===== src/rtl/mem_arbiter_if.sv =====
// Bus bundle between the icache/dcache requesters, the arbiter and main memory.
// slave = arbiter view, master = environment (caches + memory) view.
interface mem_arbiter_if #(
  parameter int ADDR_W  = 28,
  parameter int BLOCK_W = 128
);
  logic               I_READ;
  logic [ADDR_W-1:0]  I_ADDRESS;
  logic [BLOCK_W-1:0] I_READDATA;
  logic               I_BUSYWAIT;

  logic               D_READ;
  logic               D_WRITE;
  logic [ADDR_W-1:0]  D_ADDRESS;
  logic [BLOCK_W-1:0] D_WRITEDATA;
  logic [BLOCK_W-1:0] D_READDATA;
  logic               D_BUSYWAIT;

  logic               M_READ;
  logic               M_WRITE;
  logic [ADDR_W-1:0]  M_ADDRESS;
  logic [BLOCK_W-1:0] M_WRITEDATA;
  logic [BLOCK_W-1:0] M_READDATA;
  logic               M_BUSYWAIT;

  modport slave (
    input  I_READ, I_ADDRESS,
    output I_READDATA, I_BUSYWAIT,
    input  D_READ, D_WRITE, D_ADDRESS, D_WRITEDATA,
    output D_READDATA, D_BUSYWAIT,
    output M_READ, M_WRITE, M_ADDRESS, M_WRITEDATA,
    input  M_READDATA, M_BUSYWAIT
  );

  modport master (
    output I_READ, I_ADDRESS,
    input  I_READDATA, I_BUSYWAIT,
    output D_READ, D_WRITE, D_ADDRESS, D_WRITEDATA,
    input  D_READDATA, D_BUSYWAIT,
    input  M_READ, M_WRITE, M_ADDRESS, M_WRITEDATA,
    output M_READDATA, M_BUSYWAIT
  );
endinterface


===== src/rtl/mem_arbiter.sv =====
// Shares one block-wide memory port between icache reads and dcache reads/writebacks.
// Build option ARB_RR_EN: round-robin on contended grants (default: dcache has fixed priority).
module mem_arbiter #(
  parameter int ADDR_W  = 28,
  parameter int BLOCK_W = 128
) (
  input  logic          CLK,
  input  logic          RESET,
  mem_arbiter_if.slave  bus
);

  typedef enum logic [1:0] {
    ST_IDLE,
    ST_ISSUE,
    ST_WAIT,
    ST_RELEASE
  } state_t;

  state_t             state_q, state_d;
  logic               own_q, own_d;          // 0 = icache, 1 = dcache
  logic               m_read_q, m_read_d;
  logic               m_write_q, m_write_d;
  logic [ADDR_W-1:0]  m_address_q, m_address_d;
  logic [BLOCK_W-1:0] m_writedata_q, m_writedata_d;
  logic [BLOCK_W-1:0] i_readdata_q, i_readdata_d;
  logic [BLOCK_W-1:0] d_readdata_q, d_readdata_d;
`ifdef ARB_RR_EN
  logic               last_q, last_d;
`endif

  logic i_req;
  logic d_req;
  logic grant_d;

  assign i_req = bus.I_READ;
  assign d_req = bus.D_READ | bus.D_WRITE;

`ifdef ARB_RR_EN
  // Contended grant goes to whichever port was not served last.
  assign grant_d = d_req & (~i_req | ~last_q);
`else
  assign grant_d = d_req;
`endif

  always_comb begin
    state_d       = state_q;
    own_d         = own_q;
    m_read_d      = m_read_q;
    m_write_d     = m_write_q;
    m_address_d   = m_address_q;
    m_writedata_d = m_writedata_q;
    i_readdata_d  = i_readdata_q;
    d_readdata_d  = d_readdata_q;
`ifdef ARB_RR_EN
    last_d        = last_q;
`endif

    case (state_q)
      ST_IDLE: begin
        if (i_req | d_req) begin
          own_d   = grant_d;
          state_d = ST_ISSUE;
          if (grant_d) begin
            // Write wins when the dcache raises both read and write.
            m_write_d     = bus.D_WRITE;
            m_read_d      = ~bus.D_WRITE;
            m_address_d   = bus.D_ADDRESS;
            m_writedata_d = bus.D_WRITE ? bus.D_WRITEDATA : '0;
          end else begin
            m_write_d     = 1'b0;
            m_read_d      = 1'b1;
            m_address_d   = bus.I_ADDRESS;
            m_writedata_d = '0;
          end
        end
      end

      ST_ISSUE: begin
        state_d = ST_WAIT;
      end

      ST_WAIT: begin
        if (!bus.M_BUSYWAIT) begin
          if (m_read_q) begin
            if (own_q) d_readdata_d = bus.M_READDATA;
            else       i_readdata_d = bus.M_READDATA;
          end
          m_read_d      = 1'b0;
          m_write_d     = 1'b0;
          m_writedata_d = '0;
          state_d       = ST_RELEASE;
`ifdef ARB_RR_EN
          last_d        = own_q;
`endif
        end
      end

      ST_RELEASE: begin
        state_d = ST_IDLE;
      end

      default: begin
        state_d = ST_IDLE;
      end
    endcase
  end

  always_ff @(posedge CLK or posedge RESET) begin
    if (RESET) begin
      state_q       <= ST_IDLE;
      own_q         <= 1'b0;
      m_read_q      <= 1'b0;
      m_write_q     <= 1'b0;
      m_address_q   <= '0;
      m_writedata_q <= '0;
      i_readdata_q  <= '0;
      d_readdata_q  <= '0;
`ifdef ARB_RR_EN
      last_q        <= 1'b0;
`endif
    end else begin
      state_q       <= state_d;
      own_q         <= own_d;
      m_read_q      <= m_read_d;
      m_write_q     <= m_write_d;
      m_address_q   <= m_address_d;
      m_writedata_q <= m_writedata_d;
      i_readdata_q  <= i_readdata_d;
      d_readdata_q  <= d_readdata_d;
`ifdef ARB_RR_EN
      last_q        <= last_d;
`endif
    end
  end

  // Only the owner sees busywait drop, and only during RELEASE.
  always_comb begin
    bus.I_BUSYWAIT  = i_req & ~((state_q == ST_RELEASE) & ~own_q);
    bus.D_BUSYWAIT  = d_req & ~((state_q == ST_RELEASE) & own_q);
    bus.I_READDATA  = i_readdata_q;
    bus.D_READDATA  = d_readdata_q;
    bus.M_READ      = m_read_q;
    bus.M_WRITE     = m_write_q;
    bus.M_ADDRESS   = m_address_q;
    bus.M_WRITEDATA = m_writedata_q;
  end

endmodule


===== src/flat_wrapper.sv =====
// flat-port wrapper written by rule: the top's interface ports become plain ports
module mem_arbiter_flat 
#(
  parameter int ADDR_W  = 28,
  parameter int BLOCK_W = 128
)
  (CLK, RESET, bus_I_READ, bus_I_ADDRESS, bus_I_READDATA, bus_I_BUSYWAIT, bus_D_READ, bus_D_WRITE, bus_D_ADDRESS, bus_D_WRITEDATA, bus_D_READDATA, bus_D_BUSYWAIT, bus_M_READ, bus_M_WRITE, bus_M_ADDRESS, bus_M_WRITEDATA, bus_M_READDATA, bus_M_BUSYWAIT);
  mem_arbiter_if #(.ADDR_W(ADDR_W), .BLOCK_W(BLOCK_W)) bus_i ();
  input  logic CLK;
  input  logic RESET;
  input wire logic [$bits(bus_i.I_READ)-1:0] bus_I_READ;
  input wire logic [$bits(bus_i.I_ADDRESS)-1:0] bus_I_ADDRESS;
  output wire logic [$bits(bus_i.I_READDATA)-1:0] bus_I_READDATA;
  output wire logic [$bits(bus_i.I_BUSYWAIT)-1:0] bus_I_BUSYWAIT;
  input wire logic [$bits(bus_i.D_READ)-1:0] bus_D_READ;
  input wire logic [$bits(bus_i.D_WRITE)-1:0] bus_D_WRITE;
  input wire logic [$bits(bus_i.D_ADDRESS)-1:0] bus_D_ADDRESS;
  input wire logic [$bits(bus_i.D_WRITEDATA)-1:0] bus_D_WRITEDATA;
  output wire logic [$bits(bus_i.D_READDATA)-1:0] bus_D_READDATA;
  output wire logic [$bits(bus_i.D_BUSYWAIT)-1:0] bus_D_BUSYWAIT;
  output wire logic [$bits(bus_i.M_READ)-1:0] bus_M_READ;
  output wire logic [$bits(bus_i.M_WRITE)-1:0] bus_M_WRITE;
  output wire logic [$bits(bus_i.M_ADDRESS)-1:0] bus_M_ADDRESS;
  output wire logic [$bits(bus_i.M_WRITEDATA)-1:0] bus_M_WRITEDATA;
  input wire logic [$bits(bus_i.M_READDATA)-1:0] bus_M_READDATA;
  input wire logic [$bits(bus_i.M_BUSYWAIT)-1:0] bus_M_BUSYWAIT;
  assign bus_i.I_READ = bus_I_READ;
  assign bus_i.I_ADDRESS = bus_I_ADDRESS;
  assign bus_I_READDATA = bus_i.I_READDATA;
  assign bus_I_BUSYWAIT = bus_i.I_BUSYWAIT;
  assign bus_i.D_READ = bus_D_READ;
  assign bus_i.D_WRITE = bus_D_WRITE;
  assign bus_i.D_ADDRESS = bus_D_ADDRESS;
  assign bus_i.D_WRITEDATA = bus_D_WRITEDATA;
  assign bus_D_READDATA = bus_i.D_READDATA;
  assign bus_D_BUSYWAIT = bus_i.D_BUSYWAIT;
  assign bus_M_READ = bus_i.M_READ;
  assign bus_M_WRITE = bus_i.M_WRITE;
  assign bus_M_ADDRESS = bus_i.M_ADDRESS;
  assign bus_M_WRITEDATA = bus_i.M_WRITEDATA;
  assign bus_i.M_READDATA = bus_M_READDATA;
  assign bus_i.M_BUSYWAIT = bus_M_BUSYWAIT;
  mem_arbiter #(.ADDR_W(ADDR_W), .BLOCK_W(BLOCK_W)) u_core (.CLK(CLK), .RESET(RESET), .bus(bus_i));
endmodule

===== config.mk =====
export PLATFORM = sky130hd
export DESIGN_NAME = mem_arbiter_flat
export DESIGN_NICKNAME = d
export VERILOG_FILES = /design/src/rtl/mem_arbiter_if.sv /design/src/rtl/mem_arbiter.sv /design/src/flat_wrapper.sv
export SDC_FILE = /design/constraint.sdc
export NUM_CORES = 1
export LEC_CHECK = 0
export ABC_CLOCK_PERIOD_IN_PS = 25500
export CORE_AREA = 2 2 287 289
export CTS_BUF_LIST = sky130_fd_sc_hd__clkbuf_4 sky130_fd_sc_hd__clkbuf_8 sky130_fd_sc_hd__clkbuf_16
export CTS_CLUSTER_DIAMETER = 150
export CTS_CLUSTER_SIZE = 10
export DETAILED_ROUTE_END_ITERATION = 8
export DIE_AREA = 0 0 289 291
export PLACE_DENSITY = 0.5
export SLEW_MARGIN = 20
export SYNTH_ARGS = -nofsm -noshare
export SYNTH_HDL_FRONTEND = slang
export SYNTH_SLANG_ARGS = --single-unit
export TNS_END_PERCENT = 5

===== constraint.sdc =====
create_clock -name CLK -period 25.5 [get_ports CLK]
set_input_delay 5.1 -clock CLK [delete_from_list [all_inputs] [get_ports CLK]]
set_output_delay 5.1 -clock CLK [all_outputs]
set_load 0.02 [all_outputs]

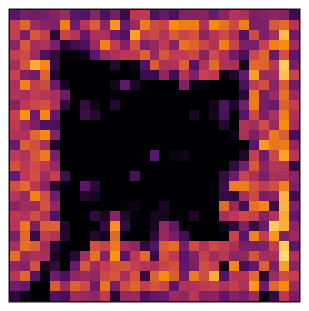
*Cell density map*
(1 px per um) The die is cut into 29 by 29 equal tiles; black is low, pale yellow is high, 0 to 100% covered.
nearly empty tiles: 29%
emptiest ninth of the die: center
tiles over 75% full: 2.9%
fullest tile: 93%
mean over tiles: 30%
Placeable Area: 81200 um^2
fp_density: 0.207
Final Util: 0.324

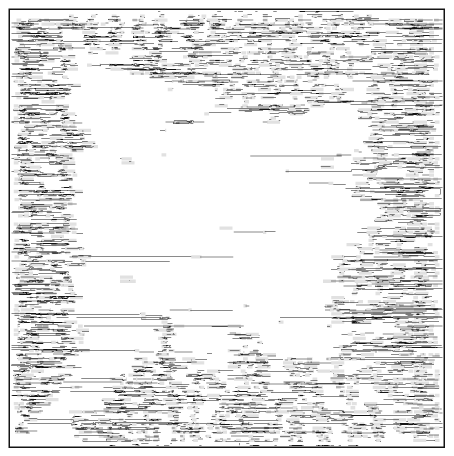
*The metal 1 layer*
(1.5 px per um) Cells faint in the background.
main direction: horizontal
nets with wire on the layer: 1980
global routing met1 resource utilization: 0.142
Via Count: 12700
total detailed-routing wirelength: 57.8 mm

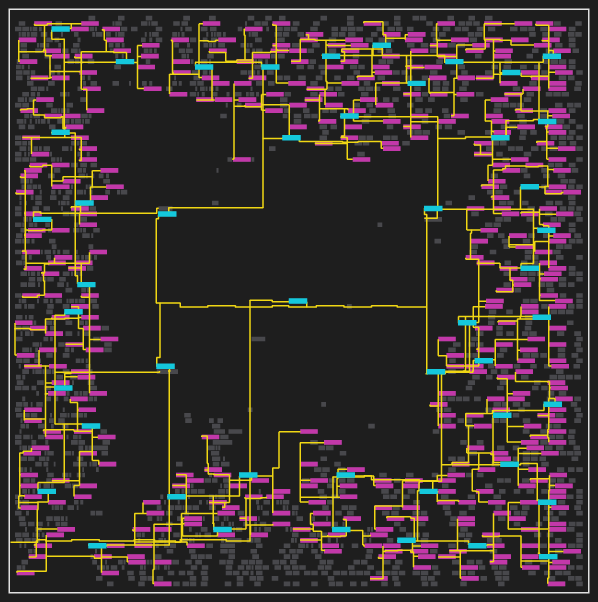
*Clock distribution*
(2 px per um)
legend:
  flip-flops:
    color: magenta
    count: 417
  clock drivers:
    color: cyan
    count: 47
  clock wires:
    color: yellow
    length: 6640 um
flops lie: spread over the die
clock latency on the worst-skew pair: 0.59 ns
Clock power frac: 0.178
Clock net power: 604 uW
Post-Route Skew: 0.0173 ns

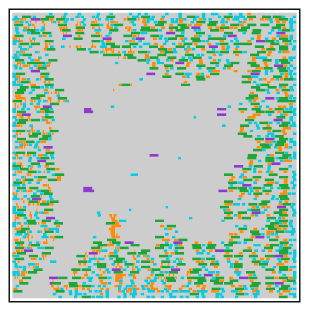
*Cell classes on the final placement*
(1 px per um) Fill, decap, tap and diode cells in gray.
legend:
  combinational and other logic:
    color: orange
    cells: 753
    share_of_their_area: 23%
  remaining buffers and delay cells:
    color: cyan
    cells: 747
    share_of_their_area: 30%
  sequential cells:
    color: green
    cells: 417
    share_of_their_area: 42%
  clock drivers and dummy loads:
    color: purple
    cells: 51
    share_of_their_area: 5.0%
floorplan row count: 105
fin area: 26300 um^2

==> impl_metrics.ini <==
; flow metrics
[placement]
placed_cell_areas_um2 = 25000
dp_hpwl_mm = 41.4
buffer_ports.inserted = 733
place_congestion = 0.795

[final_timing]
final-hold-violation-count = 0
final_max_slew_viol_count = 0
min_cycle_time_layout_ns = 12.37
slew_headroom = 0.284
setup_total_negative_slack_ns = 0
clock.fmax_mhz = 80.8
layout_worst_path_cycle_share = 0.485
finalSetupViolCount = 0

[logic_synthesis]
post_synth_instance_area_um2 = 16800
synthesis.area_per_instance_um2 = 13.1
synth.yosys.num_cells = 1277
share_of_the_yosys_chip_area_belonging_to_registers = 0.622
post_synthesis_net_count = 1600
netlist-cell-type-count = 24
async_reset_ff_frac = 1.00
chip_area_estimate_from_yosys_synthesis_um2 = 16800
yosys.area.top_type_share = 0.622
ys_ff = 417
ff_type = dfrtp_1
synth.area.top_cells = dfrtp_1 62%, mux2_2 17%, o31ai_1 5.8%
synth_area_leader_cell = dfrtp_1
yosys_warnings = 0
synth-edff-count = 0

[clocking]
postCtsSetupRepairBufs = 0
cts.sinks = 417
cts_root_buf = clkbuf_16
post_cts_hold_buffer_count = 0
cts-htree-levels = 2
tritoncts = built
clock_path_buffers = 3

[die]
die_x_um = 289
chip_area_um2 = 84100

[critical_path]
setup.worst_path.start_class = primary input
worst_setup_path_end_kind = output pin
crit_fanout = 29
cp.required_ns = 20.40
ws_path_type = in -> out
worst-endpoint-arrival_ns = 7.27
cell_depth_of_the_worst_flop_to_flop_path = 6
reg2reg_setup_slack_ns = 22.02
r2r-end = u_core.bus.I_READDATA[68]
reg2reg_from = u_core.state_q[0]

[worst_hold_path]
holdCritStartpoint = u_core.bus.M_ADDRESS[14]
worstHoldPathType = reg -> reg
hold_path_depth = 2
hold_endpoint = u_core.bus.M_ADDRESS[14]

[status]
outcome = completed

[drt]
detail_route.vias_per_cell = 4.19
drt_first_pass_iters = 4
drc_errors = 0
wl_per_cell_um = 19.0
first_iter_violations = 457

[power]
comb_power_share = 0.488
power.internal_uw = 2090
cellPowerDensity_nw_per_um2 = 129
switch_pwr_uw = 1300
sequentialPowerShare = 0.333

[global_routing]
total_global_routing_track_utilization = 0.133
maximum_number_of_pins_on_one_net_before_global_route_repair = 260
global_route.overflow_total = 0

[final_layout]
lay_top_count = clkdlybuf4s50_1
area_growth_syn_to_layout_pct = 56.9
final_cell_mix = 733 x clkdlybuf4s50_1, 417 x dfrtp_1, 257 x mux2_2, 158 x nand2_1, 158 x o21ai_0
fill_cells = 8044

[job]
max-cap-violations = 0
==> metal layers <==
metal  vias to the layer above  global-route usage  part of all wire
met2                       513               0.233              0.49
met3                        94              0.0562              0.11
li1                       5898                   -                 -
met4                        10              0.0448             0.030
met5                         -                   0            0.0011
met1                      6228               0.142              0.37
==> Yosys cell counts (3+ instances only) <==
cell type and count:
clkbuf_2 5, nor2_1 3, mux2_2 257, dfrtp_1 417, buf_6 13, buf_2 36
buf_4 16, clkbuf_1 37, nand2_1 158, o21ai_0 158, mux2i_1 29, o31ai_1 129
ha_1 5, inv_1 4
==> worst max-delay path, cell delays in order <==
cell and delay [ns]:
clkdlybuf4s50_1 0.62, nor2_4 0.85, a21oi_1 0.11, clkdlybuf4s50_1 0.59
==> stage by stage <==
step / std cells / total power, uW / worst slack (ns) / util
after CTS: 3037 / 3440 / 13.12 / 0.324
final: 3044 / 3390 / 13.13 / 0.324
after global placement: 2986 / 2780 / 13.09 / 0.308
after detailed placement: 2986 / 2810 / 13.12 / 0.308
after floorplan: 1277 / 1950 / 8.79 / -
after global routing: 3043 / 3590 / 13.02 / 0.324
==> cell type report <==
| cell class | instances | area [um^2] | area share |
|---|---|---|---|
| Sequential cell | 417 | 10400 | 0.396 |
| Timing Repair Buffer | 747 | 7490 | 0.285 |
| Multi-Input combinational cell | 749 | 5760 | 0.219 |
| Tap cell | 1070 | 1340 | 0.0509 |
| Clock buffer | 48 | 1200 | 0.0456 |
| Clock inverter | 3 | 55.1 | 0.00209 |
| Inverter | 4 | 22.5 | 0.000856 |
| Antenna cell | 6 | 15.0 | 0.000570 |
==> power groups by stage <==
stage / Clock [uW] / Combinational, uW / Sequential [uW]
floorplan: 0 / 459 / 1490
finish: 604 / 1650 / 1130
global placement: 0 / 1660 / 1130
detailed placement: 0 / 1670 / 1140
CTS: 634 / 1670 / 1130
global route: 658 / 1760 / 1170
==> logic make-up (layout without fill, tap and decap cells) <==
logic type,after synthesis,in the layout,synth area share
AND-OR/OR-AND,292,292,0.107
adder cells (fa/ha/maj),5,5,0.00373
buffers and inverters,111,802,0.0373
flip-flops,417,417,0.622
multiplexers,287,287,0.190
other,0,6,0
AND/OR/NAND/NOR,165,165,0.0391
==> state kept, by name, summed over array words and instances (netlist names) <==
name,flops
u_core.bus.D_READDATA,128
u_core.bus.I_READDATA,128
u_core.bus.M_ADDRESS,28
u_core.bus.M_READ,1
u_core.bus.M_WRITE,1
u_core.bus.M_WRITEDATA,128
u_core.own_q,1
u_core.state_q,2
==> worst max-delay path by stage <==
stage	from	to	cells after the start
after floorplan	RESET	u_core.bus.D_READDATA[0]	1
after global placement	bus_D_WRITE	bus_D_BUSYWAIT	4
after detailed placement	bus_D_WRITE	bus_D_BUSYWAIT	4
after CTS	bus_D_WRITE	bus_D_BUSYWAIT	4
after global routing	bus_D_WRITE	bus_D_BUSYWAIT	4
final	bus_D_WRITE	bus_D_BUSYWAIT	4
Power is estimated from default activity; no workload was simulated.
